`config.mk`:
```
export PLATFORM = sky130hd
export DESIGN_NAME = async_fifo_rd_ctrl
export DESIGN_NICKNAME = d
export VERILOG_FILES = /design/src/rtl/async_fifo_rd_ctrl.sv
export SDC_FILE = /design/constraint.sdc
export NUM_CORES = 1
export LEC_CHECK = 0
export CAP_MARGIN = 40
export CORE_MARGIN = 4
export CORE_UTILIZATION = 30
export CTS_BUF_LIST = sky130_fd_sc_hd__clkbuf_4
export DETAILED_ROUTE_END_ITERATION = 6
export DONT_BUFFER_PORTS = 1
export MAX_ROUTING_LAYER = met4
export PLACE_DENSITY_LB_ADDON = 0.05
export SLEW_MARGIN = 40
export SYNTH_ARGS = -nofsm -noshare
export SYNTH_HDL_FRONTEND = slang
export SYNTH_SLANG_ARGS = --single-unit
```
`constraint.sdc`:
```
create_clock -name rclk -period 2.93 [get_ports rclk]
set_input_delay 0.293 -clock rclk [delete_from_list [all_inputs] [get_ports rclk]]
set_output_delay 0.293 -clock rclk [all_outputs]
set_load 0.02 [all_outputs]
```
`src/rtl/async_fifo_rd_ctrl.sv`:
```
// async_fifo_rd_ctrl: read-side controller for the async FIFO, re-presenting popped words on a valid/ready stream
//
// Pops words from the FIFO read port and holds them in a two-entry output
// buffer. The buffer keeps the stream running at one word per cycle under
// back-pressure. A flush request discards the buffer and drains the FIFO.
//
// Ports (all in the rclk domain):
//   rclk, r_rstn    clock and asynchronous active-low reset
//   rempty, rdata   FIFO empty flag and head word
//   almost_empty    FIFO almost-empty flag, registered out on low_water
//   rinc            FIFO pop strobe (combinational)
//   en, flush       stream enable and single-cycle flush request
//   m_data, m_valid, m_ready   output stream
//   flush_done      one-cycle pulse when a flush completes
//   low_water       registered copy of almost_empty
//   rd_cnt          delivered-word counter
//
// Optional feature: define FIFO_RD_CNT_EN to build the rd_cnt counter.
// Without it, rd_cnt is tied to zero.
module async_fifo_rd_ctrl #(
   parameter int DATESIZE = 8,
   parameter int CNT_W    = 16
) (
   input  logic                rclk,
   input  logic                r_rstn,
   input  logic                rempty,
   input  logic                almost_empty,
   input  logic [DATESIZE-1:0] rdata,
   output logic                rinc,
   input  logic                en,
   input  logic                flush,
   output logic [DATESIZE-1:0] m_data,
   output logic                m_valid,
   input  logic                m_ready,
   output logic                flush_done,
   output logic                low_water,
   output logic [CNT_W-1:0]    rd_cnt
);
   typedef enum logic [1:0] {IDLE, RUN, FLUSH} state_t;
   state_t              r_state;
   logic [1:0]          r_occ;
   logic [DATESIZE-1:0] r_buf [2];
   logic                w_xfer;
   logic                w_push;
   logic                w_tail;
   assign m_valid = (r_occ != 2'd0) && (r_state != FLUSH);
   assign m_data  = r_buf[0];
   assign w_xfer  = m_valid && m_ready;
   // A full buffer may only accept a word when its head leaves in the same cycle.
   assign w_push  = r_rstn && en && (r_state != FLUSH) && !rempty && ((r_occ != 2'd2) || w_xfer);
   assign rinc    = w_push || (r_rstn && (r_state == FLUSH) && !rempty);
   // Tail slot after any same-cycle shift: occ minus the departing head.
   assign w_tail  = r_occ[1] | (r_occ[0] & !w_xfer);
   always_ff @(posedge rclk or negedge r_rstn) begin
      if (!r_rstn) begin
         r_state    <= IDLE;
         r_occ      <= 2'd0;
         r_buf[0]   <= '0;
         r_buf[1]   <= '0;
         flush_done <= 1'b0;
         low_water  <= 1'b1;
      end else begin
         low_water  <= almost_empty;
         flush_done <= 1'b0;
         if (flush && (r_state != FLUSH)) begin
            r_state <= FLUSH;
            r_occ   <= 2'd0;
         end else if (r_state == FLUSH) begin
            if (rempty) begin
               flush_done <= 1'b1;
               r_state    <= en ? RUN : IDLE;
            end
         end else begin
            r_state <= en ? RUN : IDLE;
            r_occ   <= r_occ + {1'b0, w_push} - {1'b0, w_xfer};
            if (w_xfer) r_buf[0] <= r_buf[1];
            if (w_push) r_buf[w_tail] <= rdata;
         end
      end
   end
`ifdef FIFO_RD_CNT_EN
   logic [CNT_W-1:0] r_cnt;
   always_ff @(posedge rclk or negedge r_rstn) begin
      if (!r_rstn) r_cnt <= '0;
      else if (w_xfer) r_cnt <= r_cnt + CNT_W'(1);
   end
   assign rd_cnt = r_cnt;
`else
   assign rd_cnt = '0;
`endif
endmodule

```
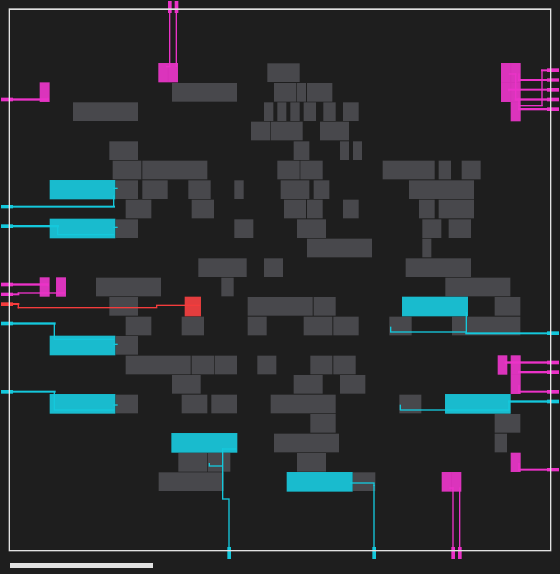
(nets reached from selected ports)
Bar = 20 um.
colour	port	direction	end cells	buffers	wire
magenta	`rd_cnt`	output	16	0	103 um
red	`m_valid`	output	1	0	26.8 um
cyan	`m_data`	output	8	0	144 um
I/O Buffers: 0
I/O pin count: 43

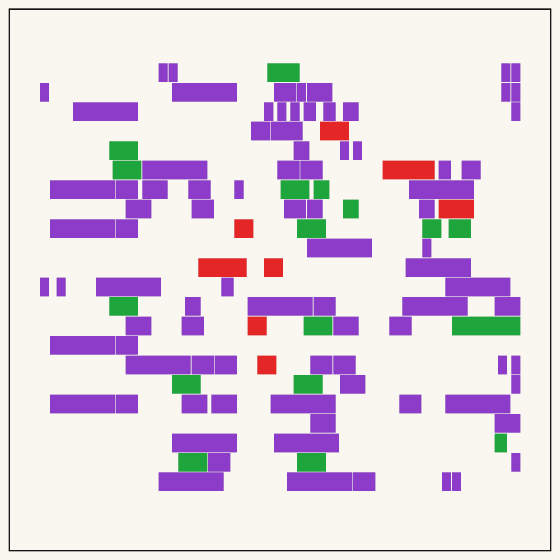
(cell sizes after repair)
colour	size	cells	share	most used
red	_3 and _4 cells	8	7.1%	clkbuf_4
purple	_0 and _1 cells	88	78%	dfrtp_1
green	_2 cells	17	15%	mux2_2
Non-clock buffers: 4
final worst setup slack: 0.976 ns
Design Area, Final: 1320 um2
area delta synth->final: -2.85%

per-layer routing:
metal / GRT usage / share of wire / up-vias
li1: - / - / 377
met1: 0.155 / 0.46 / 390
met2: 0.167 / 0.45 / 33
met3: 0.0303 / 0.082 / 2
met4: 0.0350 / 0.0076 / 0
met5: - / 0 / -
cell usage in the layout, fill, tap and decap left out, types with 2 or more instances in the layout:
cell	synthesis	routed
nand2_1	4	4
mux2i_1	9	9
a21oi_1	2	2
nor2b_1	3	3
dfrtp_1	21	21
clkbuf_4	0	3
a2bb2oi_1	8	8
xnor2_1	2	2
conb_1	1	16
dlygate4sd3_1	0	2
nand4b_1	8	8
mux2_2	9	9
nor2_1	3	3
power breakdown:
part	internal [uW]	total (uW)	switching (uW)
logic	153	310	156
registers	412	564	153
clock network	49.7	148	98.5
==> run summary <==
Setup violations, final = 0
CTS-repair resized insts = 0
largest net degree at the start of global routing = 23
global-route wire length before repair = 4620 um
TNS Setup = 0 ns
crit-path max FO = 10
vias per cell = 4.86
critical path arrival = 1.66 ns
Logic area = 648 um2
clk buf depth = 2
drt drc = 0
unrepaired setup endpoints after global routing = false
Post-Synth XOR/XNOR Area = 0.0129
post-DR wirelength/cell = 17.5 um
yosys cell count = 120
maximum clock frequency = 512 MHz
Setup Skew = 0.00835 ns
setup bufs post-CTS = 0
Final Hold Violating Endpoints = 0
CP required = 2.64 ns
crit-path cells = nor2b_4 -> a21oi_1 -> nor3b_1
via count = 802
fin crit share = 0.667
largest area contributor in the synthesized netlist = dfrtp_1
Overflow after GRT = 0
DP Area = 1270 um2
H-tree depth = 1
status = finished, final reports clean
Die X = 75.4 um
yosys simple share = 0.188
WP buf/inv = 0
Top class by area = multi-input combinational cells
CP max stage cell = nor3b_1
flop share of the area = 0.417
Adder Share, Synth = 0.00918
asr flop ratio synth = 1.00
1st-iter DRT viols = 20
Post-synth EDFFs = 0
non-clk buf share = 0.0246
num rows = 24
main area contributors = dfrtp_1 (39%), buf_4 (13%), mux2_2 (7.4%), mux2i_1 (6.6%), a2bb2oi_1 (5.1%)
critical setup path kind = reg2out
Power is estimated from default activity; no workload was simulated.
